File: src/rtl/fw_pkg.sv
`default_nettype none
// ============================================================================
// Package  : fw_pkg -- shared state encoding and sizing helpers for frame_writer
// Revision : 1.0
// ============================================================================
package fw_pkg;

    typedef enum logic [2:0] {
        IDLE  = 3'd0,
        WAIT  = 3'd1,
        POP   = 3'd2,
        FETCH = 3'd3,
        WRITE = 3'd4
    } fw_state_t;

    // FRAME_PIX for a given geometry.
    function automatic int unsigned fw_frame_pix(input int unsigned h_res,
                                                 input int unsigned v_res);
        return h_res * v_res;
    endfunction

    // Words to gather before a burst: a full burst, or whatever the frame still lacks.
    function automatic int unsigned fw_need(input int unsigned burst_len,
                                            input int unsigned frame_pix,
                                            input int unsigned pix_idx);
        int unsigned remain;
        remain = frame_pix - pix_idx;
        return (burst_len < remain) ? burst_len : remain;
    endfunction

endpackage
`default_nettype wire

File: src/rtl/fw_beat_reg.sv
`default_nettype none
// ============================================================================
// Module   : fw_beat_reg -- valid/ready output register for one memory write beat
// Revision : 1.0
// ============================================================================
module fw_beat_reg #(
    parameter int DATA_W = 16
) (
    input  logic              clk_100,
    input  logic              rst,
    input  logic              i_load,
    input  logic [DATA_W-1:0] i_load_data,
    input  logic              i_flush,
    input  logic              i_ready,
    output logic              o_req,
    output logic [DATA_W-1:0] o_data
);

    logic              r_req;
    logic [DATA_W-1:0] r_data;

    // Flush beats load so an abort never leaves a stale request behind.
    always_ff @(posedge clk_100) begin
        if (rst) begin
            r_req  <= 1'b0;
            r_data <= '0;
        end else if (i_flush) begin
            r_req  <= 1'b0;
        end else if (i_load) begin
            r_req  <= 1'b1;
            r_data <= i_load_data;
        end else if (r_req && i_ready) begin
            r_req  <= 1'b0;
        end
    end

    assign o_req  = r_req;
    assign o_data = r_data;

endmodule
`default_nettype wire

File: src/rtl/frame_writer.sv
`default_nettype none
// ============================================================================
// Module   : frame_writer -- drains the camera pixel FIFO into a double-buffered
//            frame store and publishes the last complete buffer
// Revision : 1.0
// ============================================================================
module frame_writer
    import fw_pkg::*;
#(
    parameter int H_RES     = 640,
    parameter int V_RES     = 480,
    parameter int ADDR_W    = 20,
    parameter int BURST_LEN = 8,
    parameter int COUNT_W   = 10
) (
    input  logic               clk_100,
    input  logic               rst,
    input  logic [15:0]        fifo_dout,
    input  logic [COUNT_W-1:0] fifo_count,
    output logic               fifo_rd_en,
    input  logic               frame_sync,
    output logic               mem_req,
    output logic [ADDR_W-1:0]  mem_addr,
    output logic [15:0]        mem_wdata,
    input  logic               mem_ready,
    output logic               disp_buf,
    output logic               frame_done,
    output logic               frame_err,
    output logic [15:0]        drop_cnt
);

    localparam int unsigned       c_frame_pix = fw_frame_pix(H_RES, V_RES);
    localparam logic [ADDR_W-2:0] c_last_idx  = (ADDR_W-1)'(c_frame_pix - 1);

    fw_state_t         r_state;
    logic              r_wr_buf;
    logic              r_disp_buf;
    logic [ADDR_W-2:0] r_pix_idx;
    logic [9:0]        r_beat;
    logic              r_fifo_rd_en;
    logic              r_frame_done;
    logic              r_frame_err;
    logic [15:0]       r_drop_cnt;

    int unsigned       w_need;
    logic              w_count_ok;
    logic              w_abort;
    logic              w_accept;
    logic              w_last;
    logic              w_load;

    assign w_need     = fw_need(BURST_LEN, c_frame_pix, 32'(r_pix_idx));
    assign w_count_ok = 32'(fifo_count) >= w_need;
    assign w_abort    = frame_sync && (r_state != IDLE);
    assign w_accept   = (r_state == WRITE) && mem_req && mem_ready;
    assign w_last     = (r_pix_idx == c_last_idx);
    assign w_load     = (r_state == FETCH) && !frame_sync;

    fw_beat_reg #(
        .DATA_W (16)
    ) u_beat_reg (
        .clk_100     (clk_100),
        .rst         (rst),
        .i_load      (w_load),
        .i_load_data (fifo_dout),
        .i_flush     (w_abort),
        .i_ready     (mem_ready),
        .o_req       (mem_req),
        .o_data      (mem_wdata)
    );

    always_ff @(posedge clk_100) begin
        if (rst) begin
            r_state      <= IDLE;
            r_wr_buf     <= 1'b0;
            r_disp_buf   <= 1'b1;
            r_pix_idx    <= '0;
            r_beat       <= '0;
            r_fifo_rd_en <= 1'b0;
            r_frame_done <= 1'b0;
            r_frame_err  <= 1'b0;
            r_drop_cnt   <= '0;
        end else begin
            r_fifo_rd_en <= 1'b0;
            r_frame_done <= 1'b0;
            r_frame_err  <= 1'b0;
            case (r_state)
                IDLE: begin
                    if (frame_sync) begin
                        r_pix_idx <= '0;
                        r_state   <= WAIT;
                    end else if (fifo_count != '0 && !r_fifo_rd_en) begin
                        // Unsynchronised pixels are thrown away one at a time.
                        r_fifo_rd_en <= 1'b1;
                        if (r_drop_cnt != 16'hFFFF) begin
                            r_drop_cnt <= r_drop_cnt + 16'd1;
                        end
                    end
                end
                WAIT: begin
                    if (frame_sync) begin
                        r_frame_err <= 1'b1;
                        r_pix_idx   <= '0;
                    end else if (w_count_ok) begin
                        r_beat       <= 10'(w_need);
                        r_fifo_rd_en <= 1'b1;
                        r_state      <= POP;
                    end
                end
                POP, FETCH: begin
                    if (frame_sync) begin
                        r_frame_err <= 1'b1;
                        r_pix_idx   <= '0;
                        r_state     <= WAIT;
                    end else begin
                        r_state <= (r_state == POP) ? FETCH : WRITE;
                    end
                end
                WRITE: begin
                    if (w_accept && w_last) begin
                        // A sync landing on the final beat starts the next frame directly.
                        r_frame_done <= 1'b1;
                        r_disp_buf   <= r_wr_buf;
                        r_wr_buf     <= ~r_wr_buf;
                        r_pix_idx    <= '0;
                        r_state      <= frame_sync ? WAIT : IDLE;
                    end else if (frame_sync) begin
                        r_frame_err <= 1'b1;
                        r_pix_idx   <= '0;
                        r_state     <= WAIT;
                    end else if (w_accept) begin
                        r_pix_idx <= r_pix_idx + 1'b1;
                        r_beat    <= r_beat - 10'd1;
                        if (r_beat == 10'd1) begin
                            r_state <= WAIT;
                        end else begin
                            r_fifo_rd_en <= 1'b1;
                            r_state      <= POP;
                        end
                    end
                end
                default: r_state <= IDLE;
            endcase
        end
    end

    assign fifo_rd_en = r_fifo_rd_en;
    assign mem_addr   = {r_wr_buf, r_pix_idx};
    assign disp_buf   = r_disp_buf;
    assign frame_done = r_frame_done;
    assign frame_err  = r_frame_err;
    assign drop_cnt   = r_drop_cnt;

endmodule
`default_nettype wire

File: config.mk
export PLATFORM = sky130hd
export DESIGN_NAME = frame_writer
export DESIGN_NICKNAME = d
export VERILOG_FILES = /design/src/rtl/fw_pkg.sv /design/src/rtl/fw_beat_reg.sv /design/src/rtl/frame_writer.sv
export SDC_FILE = /design/constraint.sdc
export NUM_CORES = 1
export LEC_CHECK = 0
export CAP_MARGIN = 0
export CORE_UTILIZATION = 30
export DETAILED_ROUTE_END_ITERATION = 12
export PLACE_DENSITY = 0.49
export REMOVE_ABC_BUFFERS = 1
export SYNTH_ARGS = -nofsm -noshare
export SYNTH_HDL_FRONTEND = slang
export SYNTH_HIERARCHICAL = 1
export SYNTH_SLANG_ARGS = --single-unit
File: constraint.sdc
create_clock -name clk_100 -period 8.4 [get_ports clk_100]
set_input_delay 1.68 -clock clk_100 [delete_from_list [all_inputs] [get_ports clk_100]]
set_output_delay 1.68 -clock clk_100 [all_outputs]
set_load 0.02 [all_outputs]
==> results.yml <==
# flow metrics
routing:
  drc_errors: 0
  drt_first_iter_violations: 153
  firstDrtPassIters: 4
  wl_met1_um: 5220
  wl_met2_um: 4670
  topRoutingLayerUsed: "met4"
  wl_per_cell_um: 14.4
  antenna_left: 0
  viasPerCell: 4.99
  wl_met3_um: 777
global_route:
  antenna_found_initial: 0
  overflow: 0
  top_usage_layer: "met2"
  grt_use_total: 0.159
  grt_pass1_wl_um: 17900
  grt_pass1_vias: 3512
  grt_max_degree: 70
placed_design:
  pre_cts_ws_ns: 3.61
  hpwlAfterDp_um: 7520
  io_buffers: 86
  placed_area_um2: 5060
  place_congestion: 0.772
  place_inst: 737
layout:
  mostFrequentLayoutCell: "clkdlybuf4s50_1"
  syn_to_final_growth_pct: 29.3
  nets: 618
  drive_gt1_frac: 0.0832
  design_area_um2: 5330
  fin_util: 0.401
  finalNonFillerCells: 753
  nFillCells: 1362
  final_cell_mix: "clkdlybuf4s50_1, dfxtp_1, nor2_1"
  n_antenna_cell: 0
critical_path:
  crit_chain: "inv_1, ha_1, or3b_2, nor4b_1, o211ai_1, o311a_1, and4b_1, nand2_1, ha_1, a211oi_1, o21ai_0, a2111oi_0, a21oi_1, nor2_2, nor2_1, o32ai_1"
  reg2reg_slack_ns: 3.66
  timing_worst_setup_path_type: "reg2reg"
  cp_num_buf_inv: 1
  path_common_cell: "ha_1"
  critPathSlowestCell: "or3b_2"
  critPathLaunchType: "flop"
  path_depth: 16
  cp_max_fo: 13
  crit_arrival_ns: 5.00
  crit_path_end_kind: "flop"
  cp_top_family: "simple AND/OR/NAND/NOR gates"
  crit_required_ns: 8.66
  slowest_delay_ns: 0.53
  r2r_cells: 16
  r2r-start: "r_pix_idx[0]"
  cp-startpoint: "r_pix_idx[0]"
  reg2reg_to: "r_beat[3]"
  setup.worst_path.end: "r_beat[3]"
clock_network:
  root_buffer: "clkbuf_16"
  clk_pin_slew_worst_paths_ns: 0.06
  postCtsSetupRepairBufs: 0
  cts_tree: "yes"
  cts_buffer_depth: 2
  cts_max_level: 3
  hold_buffers: 0
  cts_resized: 0
  cts_buffers: 9
status:
  status: "complete, no violations"
worst_hold_path:
  hold_path_end: "disp_buf"
  holdPathStages: 1
  hp-start: "disp_buf"
  hold_path.class: "reg2reg"
final_timing:
  setup_viol_count_final: 0
  finalMaxSlewViolations: 0
  slew_headroom: 0.434
  fin_tns_setup_ns: 0
  finalHoldViolations: 0
  tightest_slew_ns: 0.828
  layout_setup_ws_ns: 3.66
  finalCritPeriodShare: 0.564
  rsz0062_at_grt: "no"
  fin_crit_ns: 4.74
  fin_hold_ws_ns: 0.463
  fmax_mhz: 211
die:
  rows: 42
  dieArea_um2: 14200
  dieHeight_um: 119
  die_w_um: 119
  num_io_pins: 87
  fp-utilization: 0.310
  core_um2: 13300
logic_synthesis:
  synth-edff-count: 0
  ys_cells: 502
  yosysTopAreaCellShare: 0.340
  xor_area_frac: 0.0765
  synth.area.top_cells: "dfxtp_1, nor2_1, xnor2_1, ha_1, nand4bb_1"
  synth_chip_area_um2: 4120
  common_cells: "dfxtp_1, nor2_1, nand2_1"
  avgSynthCellArea_um2: 8.21
  synth_warnings: 6
  ys_sh_aoi: 0.145
  synthesis.area_um2: 4120
  async_flop_share: 0
  ys_ff: 70
  yosysSeqAreaShare: 0.340
  ys_top_logic_family: "simple AND/OR/NAND/NOR gates"
  synth_cell_types: 63
  yosysTopAreaCell: "dfxtp_1"
  simple_gate_share: 0.328
  syn_inst: 502
  synth.most_common_cell: "dfxtp_1"
  ys_sh_adder: 0.0486
  ys_sh_mux: 0.00759
  synthFlopType: "dfxtp_1"
run:
  warnings: 28
  cap_violations: 0
pwr:
  ir_drop_mv: 0.0675
  p_leak_nw: 1.81
  power_uw: 769
  power.density_cell_area_nw_per_um2: 144
==> kinds of logic (layout without fill, tap and decap cells) <==
| kind of cell | Yosys count | count (layout) |
|---|---|---|
| AOI/OAI and AO/OA | 90 | 90 |
| xor gates and xnor gates | 36 | 36 |
| adders and majority gates | 16 | 16 |
| buffers and inverters | 45 | 115 |
| DFF | 70 | 70 |
| muxes | 3 | 3 |
| other | 1 | 6 |
| and+or+nand+nor | 241 | 241 |
==> state kept, by name, summed over array words and instances (netlist names) <==
register           flops
disp_buf               1
drop_cnt              16
fifo_rd_en             1
frame_done             1
frame_err              1
r_beat                10
r_pix_idx             19
r_state                3
r_wr_buf               1
u_beat_reg/o_data     16
u_beat_reg/o_req       1
==> where the power goes <==
part           switching, mW  internal (mW)  leakage [nW]
logic                 0.0431         0.0386          1.11
registers            0.00533          0.336         0.565
clock network          0.149          0.197         0.135
total                  0.197          0.572          1.81
==> layout make-up <==
type | count | area, um^2 | share of cell area
clock inverters | 7 | 41.3 | 0.00775
clock buffers | 9 | 225 | 0.0423
flip-flops and latches | 70 | 1400 | 0.263
multi-input cells | 392 | 2530 | 0.474
well taps | 176 | 220 | 0.0413
repair buffers | 88 | 871 | 0.163
inverters | 11 | 41.3 | 0.00775
==> worst register-to-register path: stages, from the launching register on <==
cell and delay, ns:
dfxtp_1 0.43, inv_1 0.16, ha_1 0.30, or3b_2 0.53
nor4b_1 0.47, o211ai_1 0.17, o311a_1 0.18, and4b_1 0.34
nand2_1 0.08, ha_1 0.29, a211oi_1 0.22, o21ai_0 0.11
a2111oi_0 0.49, a21oi_1 0.23, nor2_2 0.31, nor2_1 0.09
o32ai_1 0.24
==> images/m1.png <==
Supply wires on this layer in grey.
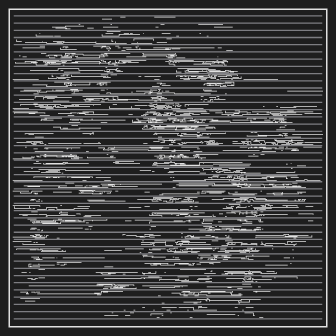
- nets with wire on the layer: 551
- main direction: horizontal
- longest straight run: 28.1 um
via count: 3755
Post-Route WL: 10800 um
met1 Resource Use GR: 0.207

==> images/m2.png <==
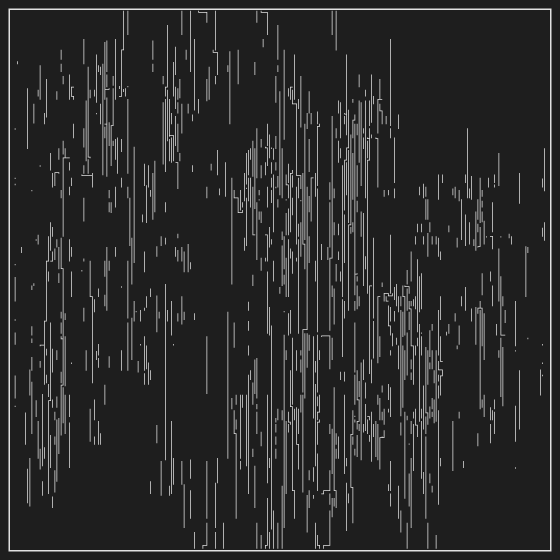
- share of all routed wire: 43%
- longest straight run: 44.9 um
- nets with wire on the layer: 506
- wire length on this layer: 4670 um
- main direction: vertical
met2 Resource Use GR: 0.235

==> images/m3.png <==
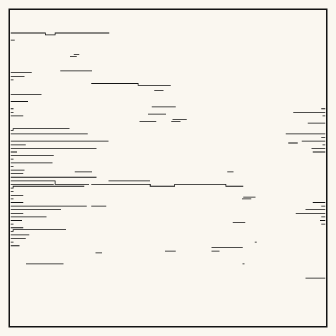
- longest straight run: 36.6 um
- share of all routed wire: 7.2%
- wire length on this layer: 778 um
grt met3 use: 0.0589

==> images/m4.png <==
The bar under the picture is 20 um long. Supply wires on this layer in grey.
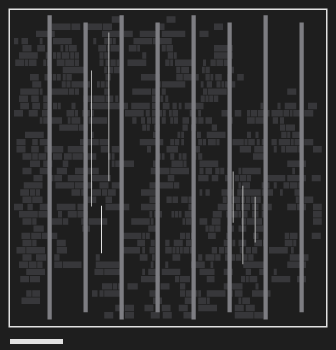
- share of all routed wire: 1.8%
- wire length on this layer: 190 um
- longest straight run: 55.8 um

==> images/clock_nets.png <==
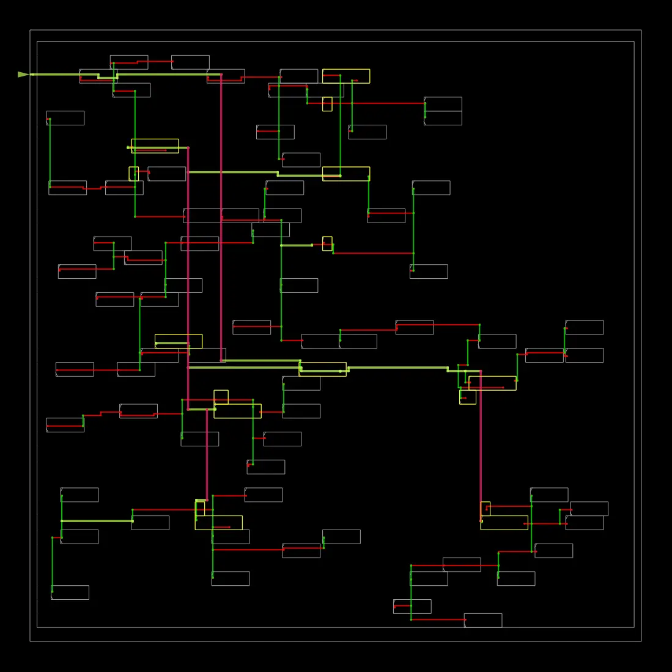
flip-flops: 70
clock-net power: 346 uW
# clock sinks: 70
Latency at later pin: 0.34 ns
clk_skew: 0.00820 ns

Power figures rest on the tool's default switching activity, not on a simulated workload.
